==> images/m2.png <==
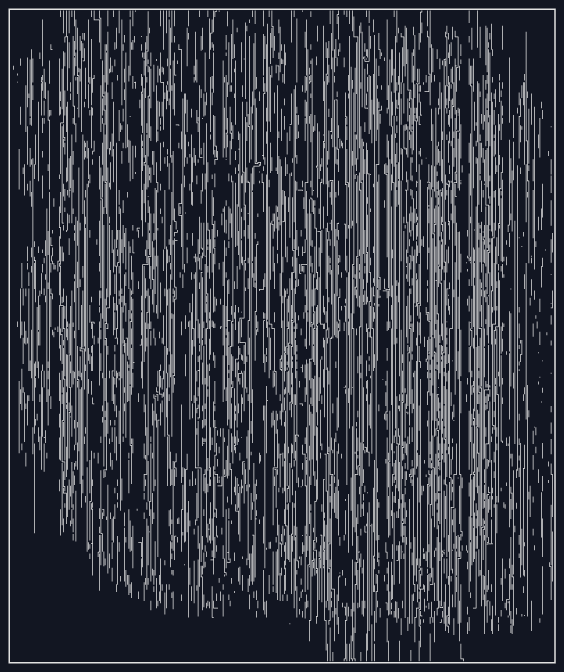
==> images/util_map.png <==
18 x 22 tiles, from white (low) to dark blue (high), 0 to 100% covered.
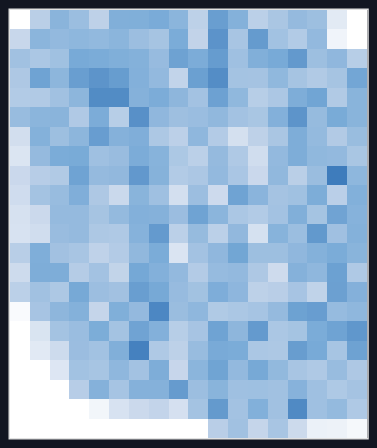
==> images/congestion_map.png <==
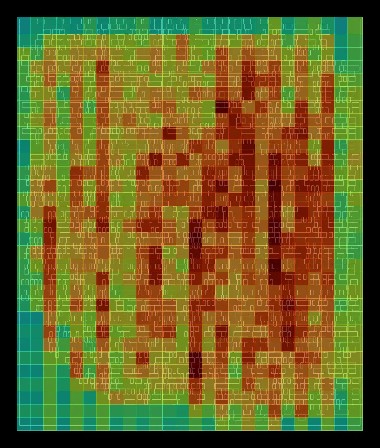
==> images/layers.png <==
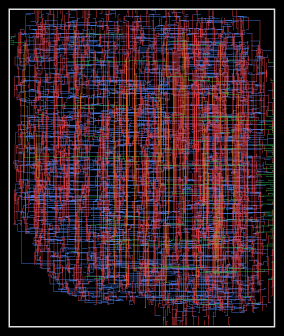
==> images/gates.png <==
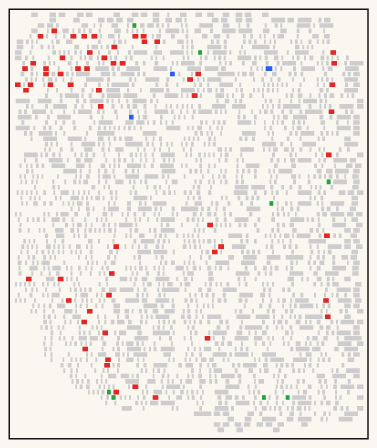
<file path="src/rtl/div_unit.sv">
// Radix-2 restoring divider for MIPS DIV/DIVU; result = {HI, LO}.
// Optional DIV_EARLY_EXIT_EN: finish at once when |a| < |b|.
module div_unit #(
  parameter int WIDTH = 32,
  parameter int CNT_W = 6
) (
  input  logic               clk,
  input  logic               rst,
  input  logic               start,
  input  logic               signed_div,
  input  logic               annul,
  input  logic [WIDTH-1:0]   a,
  input  logic [WIDTH-1:0]   b,
  output logic [2*WIDTH-1:0] result,
  output logic               ready,
  output logic               busy
);

  typedef enum logic [1:0] {
    IDLE,
    ON,
    END
  } state_t;

  localparam logic [CNT_W-1:0] LAST = CNT_W'(WIDTH - 1);

  state_t             state, state_n;
  logic [CNT_W-1:0]   cnt, cnt_n;
  logic [WIDTH-1:0]   rem, rem_n;
  logic [WIDTH-1:0]   quo, quo_n;
  logic [WIDTH-1:0]   dvs, dvs_n;
  logic               neg_q, neg_q_n;
  logic               neg_r, neg_r_n;
  logic [2*WIDTH-1:0] result_n;

  logic [WIDTH-1:0]   mag_a, mag_b;
  logic [WIDTH:0]     shifted, diff;
  logic [WIDTH-1:0]   q_step, r_step;

  // Partial remainder stays below the divisor, so a WIDTH+1 bit
  // difference carries a trustworthy sign bit.
  always_comb begin
    mag_a   = (signed_div && a[WIDTH-1]) ? -a : a;
    mag_b   = (signed_div && b[WIDTH-1]) ? -b : b;
    shifted = {rem, quo[WIDTH-1]};
    diff    = shifted - {1'b0, dvs};
    q_step  = {quo[WIDTH-2:0], ~diff[WIDTH]};
    r_step  = diff[WIDTH] ? shifted[WIDTH-1:0] : diff[WIDTH-1:0];
  end

  always_comb begin
    state_n  = state;
    cnt_n    = cnt;
    rem_n    = rem;
    quo_n    = quo;
    dvs_n    = dvs;
    neg_q_n  = neg_q;
    neg_r_n  = neg_r;
    result_n = result;
    unique case (state)
      IDLE: begin
        if (start && !annul) begin
          if (b == '0) begin
            result_n = {a, {WIDTH{1'b1}}};
            state_n  = END;
          end
`ifdef DIV_EARLY_EXIT_EN
          else if (mag_a < mag_b) begin
            result_n = {a, {WIDTH{1'b0}}};
            state_n  = END;
          end
`endif
          else begin
            neg_q_n = signed_div & (a[WIDTH-1] ^ b[WIDTH-1]);
            neg_r_n = signed_div & a[WIDTH-1];
            quo_n   = mag_a;
            dvs_n   = mag_b;
            rem_n   = '0;
            cnt_n   = '0;
            state_n = ON;
          end
        end
      end
      ON: begin
        if (annul) begin
          state_n = IDLE;
        end else begin
          rem_n = r_step;
          quo_n = q_step;
          cnt_n = cnt + CNT_W'(1);
          if (cnt == LAST) begin
            state_n  = END;
            result_n = {neg_r ? -r_step : r_step,
                        neg_q ? -q_step : q_step};
          end
        end
      end
      END: state_n = IDLE;
      default: state_n = IDLE;
    endcase
  end

  always_ff @(posedge clk) begin
    if (rst) begin
      state  <= IDLE;
      cnt    <= '0;
      rem    <= '0;
      quo    <= '0;
      dvs    <= '0;
      neg_q  <= 1'b0;
      neg_r  <= 1'b0;
      result <= '0;
    end else begin
      state  <= state_n;
      cnt    <= cnt_n;
      rem    <= rem_n;
      quo    <= quo_n;
      dvs    <= dvs_n;
      neg_q  <= neg_q_n;
      neg_r  <= neg_r_n;
      result <= result_n;
    end
  end

  // An annulled completion is never reported.
  assign ready = (state == END) && !annul;
  assign busy  = (state != IDLE);

endmodule

</file>
<file path="config.mk">
export PLATFORM = sky130hd
export DESIGN_NAME = div_unit
export DESIGN_NICKNAME = d
export VERILOG_FILES = /design/src/rtl/div_unit.sv
export SDC_FILE = /design/constraint.sdc
export NUM_CORES = 1
export LEC_CHECK = 0
export ABC_AREA = 1
export CAP_MARGIN = 0
export CELL_PAD_IN_SITES_DETAIL_PLACEMENT = 1
export CELL_PAD_IN_SITES_GLOBAL_PLACEMENT = 2
export CORE_ASPECT_RATIO = 1.2
export CORE_UTILIZATION = 33
export CTS_CLUSTER_SIZE = 40
export DETAILED_ROUTE_END_ITERATION = 7
export GPL_TIMING_DRIVEN = 0
export PLACE_DENSITY = 0.84
export SLEW_MARGIN = 0
export SYNTH_ARGS = -nofsm -noshare
export SYNTH_HDL_FRONTEND = slang
export SYNTH_SLANG_ARGS = --single-unit
</file>
<file path="constraint.sdc">
create_clock -name clk -period 11.1 [get_ports clk]
set_input_delay 2.22 -clock clk [delete_from_list [all_inputs] [get_ports clk]]
set_output_delay 2.22 -clock clk [all_outputs]
set_load 0.01 [all_outputs]
</file>
==> results.toml <==
# synthesis and place-and-route metrics
[worst_setup_path]
arrival_ps = 6190
worstPathRequired_ps = 11470
worstSetupStartpointType = "primary input"
crit_path_end_kind = "flop"
r2r_start = "dvs[0]$_SDFFE_PP0P_"
crit_type = "primary input to flop"
cp_max_fo = 10
cp-startpoint = "b[0]"

[clocking]
cts_sinks = 170
htree_levels = 4
cts_buffers = 17
root_buffer = "clkbuf_16"
postCtsSetupBuffers = 0
clk_pin_slew_ps = 70
clkLatencyLatePin_ps = 480
cts_resized = 0
cts_tree = "done"
hold_buffers = 0
clk_path_buf_depth = 2

[worst_hold_path]
hp-start = "result[19]$_SDFFE_PP0P_"
hp-class = "flop to flop"

[floorplanning]
core_um2 = 37670
rows = 78
die_h_um = 215.9
boundaryPins = 135
die-area_um2 = 38920
die_w_um = 180.3

[placed_design]
post-dp-hpwl_um = 46870
io_buffers = 133
place_congestion = 0.9786

[detailed_routing]
remaining_drc_errors = 0
drtIter0Drc = 692
dr.pass1.iters = 5
ant_nets = 0
avgViaCountPerCell = 5.258

[global_route]
gr-total-overflow = 0
grt_pass1_wl_um = 85910
grt_max_degree = 17
antenna_found_initial = 0
grt_pass1_vias = 14610

[yosys]
yosysCellCount = 2068
topCellsByArea = "dfxtp_1 27%, nand2_1 17%, a21oi_1 7.8%"
avgSynthCellArea_um2 = 6.084
top_cells_by_count = "556 x nand2_1, 238 x inv_1, 195 x a21oi_1"
ff_type = "dfxtp_1"
most_common_cell = "nand2_1"
ys_seq_frac = 0.2705
ys_ff = 170
async_flop_share = 0
top_cell_area_share = 0.2705
postSynthCellCount = 2068
yosysChipArea_um2 = 12580
yosys.cell_types.count = 53
edf_count = 0
fp_nets = 2175
netlist_area_um2 = 12580
ys_warn_count = 0
largest_area_cell = "dfxtp_1"

[final_layout]
finalNetCount = 2327
final_layout_size_suffix_gt1_frac = 0.05016
area_delta_synth_final_pct = 19.62
nFillCells = 5045
insertedDiodeCount = 0

[run]
tool_warnings = 26
drv_cap = 0

[final_timing]
final_max_slew_viol_count = 0
rsz0062_at_grt = "no"
setup_viol = 0
final_hold_viol_count = 0
finClkSkew_ps = 17.35
final.setup.tns_ps = 0
slew_headroom = 0.3113
worst_pin_slew_ps = 1033
min_period_over_period = 0.5247
min_period_ps = 5824
timing.fmax_mhz = 171.7

[power]
ir_worst_vdd_mv = 0.1136
design_power_total_mw = 2.481
power_density_nw_per_um2 = 164.8
p_leak_nw = 6.731

[status]
outcome = "finished clean"
About m2.png:
longest straight run: 130 um
share of all routed wire: 50%
wire length on this layer: 28.1 mm
nets with wire on the layer: 1,998
final wirelength: 56,240 um
met2 Resource Use GR: 0.5305
via count: 14,270

About util_map.png:
nearly empty tiles: 6.1%
fullest tile: 69%
emptiest ninth of the die: south-west
mean over tiles: 37%
Starting Density: 0.3340
Final Util: 0.3995

About congestion_map.png:
met3 Usage GRT: 0.03493
DR WL/cell: 20.73 um
met1 usage: 0.3263
gr usage total: 0.2942

About layers.png:
| layer | colour | wire length |
|---|---|---|
| M2 | red | 28.1 mm |
| M3 | green | 1,740 um |
| M4 | orange | 3,610 um |
| M1 | blue | 22.8 mm |

About gates.png:
| family | colour | cells |
|---|---|---|
| xor and xnor cells | red | 59 |
| and/or cells | green | 8 |
| non-inverting ao/oa cells | blue | 3 |
fin cells: 2,713
Commonest Layout Cell: nand2_1
fraction of area in multi-input gates: 0.5204

==> kinds of logic (layout without fill, tap and decap cells) <==
group                      count (synthesis)  after routing  synth area share
xor gates and xnor gates                  59             59           0.04107
muxes                                      1              1         0.0007956
and+or+nand+nor                          990            990            0.3360
buffers and inverters                    339            504            0.1070
DFF                                      170            170            0.2705
AOI/OAI and AO/OA                        471            471            0.2062
adders and majority gates                 38             38           0.03838
==> flip-flops by register name (all words and copies together) (netlist names) <==
signal and flops:
neg_q 1, result 64, cnt 6, quo 32, rem 32, state 2, neg_r 1, dvs 32
==> final cells by class <==
type | instances | area (um^2) | area share
clock inverters | 13 | 93.84 | 0.006235
plain buffers | 85 | 392.9 | 0.02610
flip-flops and latches | 170 | 3403 | 0.2261
inverters | 254 | 953.4 | 0.06335
well taps | 480 | 600.6 | 0.03990
clock buffers | 19 | 442.9 | 0.02943
multi-input cells | 1559 | 7833 | 0.5204
repair buffers | 133 | 1331 | 0.08845
==> per-layer routing <==
layer	routed length (um)	global-route usage
met5	0	0
met4	3611	0.1897
met3	1735	0.03493
met2	28080	0.5305
met1	22820	0.3263
==> through the flow <==
stage	setup slack (ps)	hold slack, ps	instances	area [um^2]
2_1_floorplan	6491	430.1	2068	12580
3_3_place_gp	4829	454.4	2681	14510
3_5_place_dp	4773	458.4	2681	14510
4_1_cts	5287	469.0	2713	15050
5_1_grt	5041	491.7	2713	15050
6_report	5276	470.3	2713	15050
==> layout by cell type, fill, tap and decap left out, types with 3 or more instances in the layout <==
cell,instances
a211oi_1,13
a21oi_1,195
a31oi_1,27
buf_1,8
buf_2,4
buf_6,3
clkbuf_1,66
clkbuf_16,17
clkdlybuf4s50_1,133
clkinv_1,5
clkinv_2,4
clkinvlp_4,4
dfxtp_1,170
ha_1,37
inv_1,238
inv_2,11
inv_6,4
nand2_1,556
nand2_2,22
nand2_4,4
nand3_1,128
nand3_2,5
nand3b_1,11
nand4_1,24
nor2_1,182
nor2_2,6
nor2_4,4
nor3_1,32
nor4_1,5
o211ai_1,19
o21ai_0,158
o21ai_1,21
o21ai_2,7
o21bai_1,7
o31ai_1,10
or2_2,6
xnor2_1,26
xor2_1,33
==> final timing paths <==
path | cells past startpoint | endpoint | slack, ps
setup / recovery | 14 | result[0]$_SDFFE_PP0P_ | 5280
hold / removal | 2 | result[19]$_SDFFE_PP0P_ | 470
setup reg to reg | 27 | result[28]$_SDFFE_PP0P_ | 5730
hold reg to reg | 2 | result[19]$_SDFFE_PP0P_ | 470
==> power breakdown <==
part	total, mW	leakage, nW	switching [mW]	internal [mW]
registers	0.748	1.39	0.0627	0.685
clock network	0.580	0.256	0.287	0.293
logic	1.15	5.09	0.796	0.358
total	2.48	6.73	1.15	1.34
==> critical path, cell delays in order <==
cell and delay [ps]:
clkdlybuf4s50_1 410, inv_1 100, ha_1 170, nor3b_1 270, nand2_1 140, nor3_1 310, nand4_1 220, o21ai_0 290
nand2_1 220, clkinv_1 340, buf_1 810, nand3_1 420, o211ai_1 200, inv_1 70
Power figures rest on the tool's default switching activity, not on a simulated workload.
